==> images/power_grid.png <==
Scale: 4 px per um. Pins as bars on the die edge. Tap cells in gray.
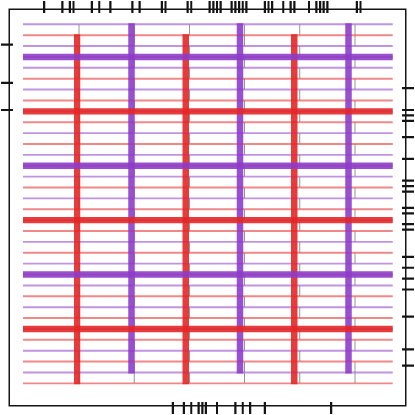
==> images/placement_by_type.png <==
Scale: 4 px per um. Fill, decap, tap and diode cells in gray.
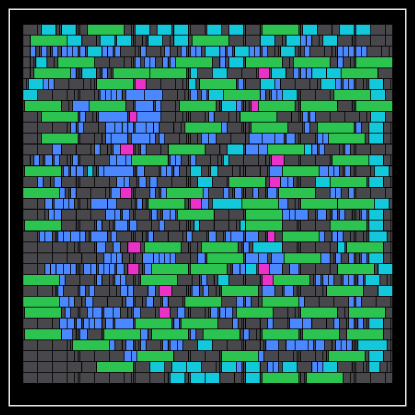
==> images/clk_routes.png <==
Scale: 4 px per um.
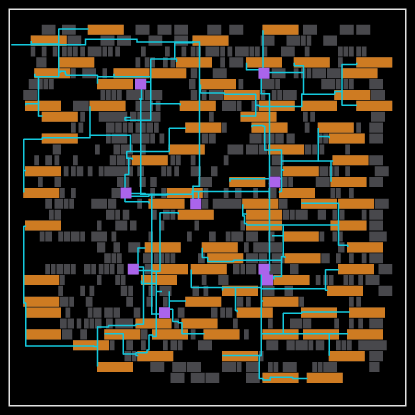
$ cat config.mk
export PLATFORM = sky130hd
export DESIGN_NAME = blink_meter
export DESIGN_NICKNAME = d
export VERILOG_FILES = /design/src/rtl/blink_meter.sv
export SDC_FILE = /design/constraint.sdc
export NUM_CORES = 1
export LEC_CHECK = 0
export ABC_AREA = 1
export CAP_MARGIN = 10
export CELL_PAD_IN_SITES_DETAIL_PLACEMENT = 0
export CELL_PAD_IN_SITES_GLOBAL_PLACEMENT = 1
export CORE_MARGIN = 3
export CORE_UTILIZATION = 44
export CTS_BUF_LIST = sky130_fd_sc_hd__clkbuf_4
export DETAILED_ROUTE_END_ITERATION = 16
export GPL_TIMING_DRIVEN = 0
export PLACE_DENSITY_LB_ADDON = 0.1
export SETUP_SLACK_MARGIN = 0.5
export SLEW_MARGIN = 20
export SYNTH_ARGS = -nofsm -noshare
export SYNTH_HDL_FRONTEND = slang
export SYNTH_SLANG_ARGS = --single-unit
$ cat constraint.sdc
create_clock -name clk -period 2.6 [get_ports clk]
set_clock_uncertainty 0.05 [all_clocks]
set_input_delay 0.65 -clock clk [delete_from_list [all_inputs] [get_ports clk]]
set_output_delay 0.65 -clock clk [all_outputs]
set_load 0.005 [all_outputs]
$ cat src/rtl/blink_meter.sv
// blink_meter: measures period, high time and rise phase of an async blink input
// against the shared currentCount timebase. Optional lock detect: BLINK_METER_LOCK_EN.
module blink_meter #(
    parameter int WIDTH       = 16,
    parameter int SYNC_STAGES = 2
) (
    input  logic             clk,
    input  logic             rst_n,
    input  logic             blink_in,
    input  logic [WIDTH-1:0] currentCount,
    output logic [WIDTH-1:0] period,
    output logic [WIDTH-1:0] high_time,
    output logic [WIDTH-1:0] offset,
    output logic             valid,
    output logic             locked,
    output logic             timeout
);

    localparam logic [WIDTH-1:0] CNT_MAX = '1;
    localparam logic [WIDTH-1:0] CNT_ONE = WIDTH'(1);

    typedef enum logic [1:0] {IDLE, HIGH, LOW} state_t;

    state_t                 state, state_nxt;
    logic [SYNC_STAGES-1:0] sync_pipe;
    logic                   sync_q, prev, rise, fall;
    logic [WIDTH-1:0]       cnt, high_shadow;
    logic                   arm, shadow_ld, publish, to_evt;

    assign sync_q = sync_pipe[SYNC_STAGES-1];
    assign rise   = sync_q & ~prev;
    assign fall   = ~sync_q & prev;

    always_ff @(posedge clk or negedge rst_n) begin
        if (!rst_n) begin
            sync_pipe <= '0;
            prev      <= 1'b0;
        end else begin
            sync_pipe <= {sync_pipe[SYNC_STAGES-2:0], blink_in};
            prev      <= sync_q;
        end
    end

    // Free-running saturating counter, restarted at 1 on every rise.
    always_ff @(posedge clk or negedge rst_n) begin
        if (!rst_n)              cnt <= '0;
        else if (rise)           cnt <= CNT_ONE;
        else if (cnt != CNT_MAX) cnt <= cnt + CNT_ONE;
    end

    always_ff @(posedge clk or negedge rst_n) begin
        if (!rst_n) state <= IDLE;
        else        state <= state_nxt;
    end

    always_comb begin
        state_nxt = state;
        arm       = 1'b0;
        shadow_ld = 1'b0;
        publish   = 1'b0;
        to_evt    = 1'b0;
        case (state)
            IDLE: if (rise) begin
                arm       = 1'b1;
                state_nxt = HIGH;
            end
            // A rise here cannot occur once synchronized, so only fall/saturation matter.
            HIGH: if (cnt == CNT_MAX) begin
                to_evt    = 1'b1;
                state_nxt = IDLE;
            end else if (fall) begin
                shadow_ld = 1'b1;
                state_nxt = LOW;
            end
            // Rise takes priority over saturation: publishes a full-scale period.
            LOW: if (rise) begin
                publish   = 1'b1;
                state_nxt = HIGH;
            end else if (cnt == CNT_MAX) begin
                to_evt    = 1'b1;
                state_nxt = IDLE;
            end
            default: state_nxt = IDLE;
        endcase
    end

    always_ff @(posedge clk or negedge rst_n) begin
        if (!rst_n) high_shadow <= '0;
        else if (shadow_ld) high_shadow <= cnt;
    end

    always_ff @(posedge clk or negedge rst_n) begin
        if (!rst_n) begin
            period    <= '0;
            high_time <= '0;
            offset    <= '0;
            valid     <= 1'b0;
            timeout   <= 1'b0;
        end else begin
            valid <= 1'b0;
            if (publish) begin
                period    <= cnt;
                high_time <= high_shadow;
                offset    <= currentCount;
                valid     <= 1'b1;
                timeout   <= 1'b0;
            end else if (arm) begin
                offset  <= currentCount;
                timeout <= 1'b0;
            end else if (to_evt) begin
                timeout <= 1'b1;
            end
        end
    end

`ifdef BLINK_METER_LOCK_EN
    // The published registers double as the previous measurement.
    always_ff @(posedge clk or negedge rst_n) begin
        if (!rst_n)       locked <= 1'b0;
        else if (publish) locked <= (cnt == period) && (high_shadow == high_time);
        else if (to_evt)  locked <= 1'b0;
    end
`else
    assign locked = 1'b0;
`endif

endmodule
==> run_results.csv <==
group,metric,value,unit
final_layout,area_growth_syn_to_layout,25.67,%
detailed_routing,drt-pass1-iter-count,4,
clocking,cts_max_path_buffers,2,
timing,setup_violations,0,
worst_setup_path,crit_path_end_kind,"output port",
synthesis,ys_seq_share,57.48,%
synthesis,synth_warnings,0,
final_layout,nets,519,
synthesis,ys_sh_aoi,9.316,%
detailed_routing,vias,2925,
worst_setup_path,worst-path-max-fanout,2,
clocking,cts_buffers,9,
placement,gp_congestion,0.8476,
timing,period_needed,2.049,ns
grt,grt_pass1_vias,2900,
pwr,p_leak,0.002296,uW
grt,grtUsageMet2,29.13,%
timing,fmaxAchievable,0.4880,GHz
synthesis,common_cells,"147 x nand2_1, 87 x dfrtp_1, 28 x o21ai_0, 25 x inv_1, 22 x nor2_1",
worst_setup_path,startpoint_type,"flop",
run,drv_cap,0,
synthesis,ys.flop_type,"dfrtp_1",
final_layout,fillers,756,
timing,slew_headroom,55.68,%
worst_setup_path,cpPeakStageDelay,0.51,ns
run,warning_count,29,
synthesis,synth.distinct_cells,32,
worst_setup_path,r2r_slack,0.85,ns
die,fp_util,45.64,%
grt,grt_max_degree,54,
worst_setup_path,crit_chain,"clkdlybuf4s50_1",
synthesis,synth_nets,436,
grt,met1_usage,27.62,%
synthesis,yosys_cells,412,
grt,antenna_found_initial,0,
detailed_routing,routed_via_density,4.835,
die,ioPinCount,70,
worst_setup_path,cp_top_family,"buffers and inverters",
detailed_routing,drt.antenna.violating_nets,0,
timing,final-hold-violation-count,0,
worst_setup_path,slowest_stage,"clkdlybuf4s50_1",
clocking,path_clk_slew,0.16,ns
pwr,power_density,749.4,nW/um2
grt,top_usage_layer,"met2",
final_layout,regArea,2177,um2
run_status,run_status,"completed",
## Picture notes: power_grid.png
| color | net |
|---|---|
| purple | VDD |
| red | VSS |
met4 straps: 6
met5 straps: 6
rows: 33
tap cells: 105
signal pins: 70
Die Span X: 98.78 um
Core Area: 8299 um2
Die Height: 98.78 um
Peak supply drop: 0.4059 mV

## Picture notes: placement_by_type.png
| color | class | cells | share of their area |
|---|---|---|---|
| green | flops | 87 | 47% |
| cyan | other buffers and delay cells | 85 | 18% |
| magenta | clock drivers and dummy loads | 16 | 2.5% |
| blue | combinational and other logic | 312 | 33% |
Final Instance Area: 4760 um2
sequential share of cell area: 45.74%
Site Rows: 33
fin util: 57.35%

## Picture notes: clk_routes.png
[purple] clock drivers | count: 9
[cyan] clock wires | length: 1100 um
[orange] flip-flops | count: 87
routed clock nets: 10
flops lie: all over the die
clk_lat worst skew: 0.44 ns
clock share of power: 19.1%
clk pwr: 680 uW

per-stage QoR:
stage          setup slack, ns  total power, uW  cells  setup TNS, ns  cell area, um2
3_5_place_dp            0.8580             2929    586              0            4617
4_1_cts                 0.5116             3620    602              0            4735
5_1_grt                 0.5009             3837    605              0            4760
2_1_floorplan            1.076             2341    412              0            3787
3_3_place_gp            -2.329             2902    585        -202.19            4599
6_report                0.5509             3567    605              0            4760
cells by family after synthesis:
group | after synthesis
AOI/OAI and AO/OA | 56
xor gates and xnor gates | 1
adders and majority gates | 5
buffers and inverters | 43
DFF | 87
other | 1
and+or+nand+nor | 219
worst reg2reg max path, stage by stage, from the launching register on:
cell	delay (ns)
dfrtp_1	0.43
ha_1	0.22
nand2_1	0.09
nor2_2	0.18
nand2_4	0.11
nor2_8	0.17
nand2_1	0.19
o21ai_0	0.12
o21ai_0	0.10
power by group:
group	switching (uW)	internal [uW]	leakage, uW
Clock	482	198	0.0000696
Combinational	527	571	0.00106
Sequential	164	1620	0.00116
cell type report:
class | instances | area share (%)
plain buffers | 13 | 2.077
clock buffers | 9 | 1.420
clock inverters | 7 | 1.052
inverters | 30 | 2.366
multi-input cells | 282 | 29.39
flip-flops and latches | 87 | 45.74
well taps | 105 | 2.760
repair buffers | 72 | 15.19
sequential cells by signal, indices dropped and copies added (netlist names):
| name | flops |
|---|---|
| cnt | 16 |
| offset | 16 |
| high_time | 16 |
| valid | 1 |
| timeout | 1 |
| sync_pipe | 2 |
| period | 16 |
| prev | 1 |
| high_shadow | 16 |
| state | 2 |
final timing paths:
kind,from,to,cells past startpoint
max,period[6],period[6],1
max in group asynchronous,rst_n,high_shadow[12],2
min reg2reg,sync_pipe[0],sync_pipe[1],0
min,rst_n,high_time[4],1
max reg2reg,cnt[0],cnt[0],8
min in group clk,sync_pipe[0],sync_pipe[1],0
metal layers:
| layer | part of all wire (%) | vias up |
|---|---|---|
| met5 | 0 | - |
| met4 | 1.6 | 0 |
| met3 | 3.1 | 11 |
| met2 | 47 | 54 |
| met1 | 49 | 1380 |
| li1 | - | 1480 |
placed cells by master (no fill, tap or decap), types with 9 or more instances in the layout:
| cell type | n |
|---|---|
| clkdlybuf4s50_1 | 66 |
| nand2_2 | 17 |
| nand3_1 | 14 |
| clkbuf_4 | 9 |
| o21ai_0 | 28 |
| inv_1 | 25 |
| o21ai_2 | 14 |
| nand2_1 | 147 |
| dfrtp_1 | 87 |
| nor2_1 | 22 |
what timing repair did:
action / 4_1_cts / 5_1_grt
gates resized: 0 / 1
setup buffers: 0 / 3
setup endpoints to repair: 0 / 3
Power figures rest on the tool's default switching activity, not on a simulated workload.
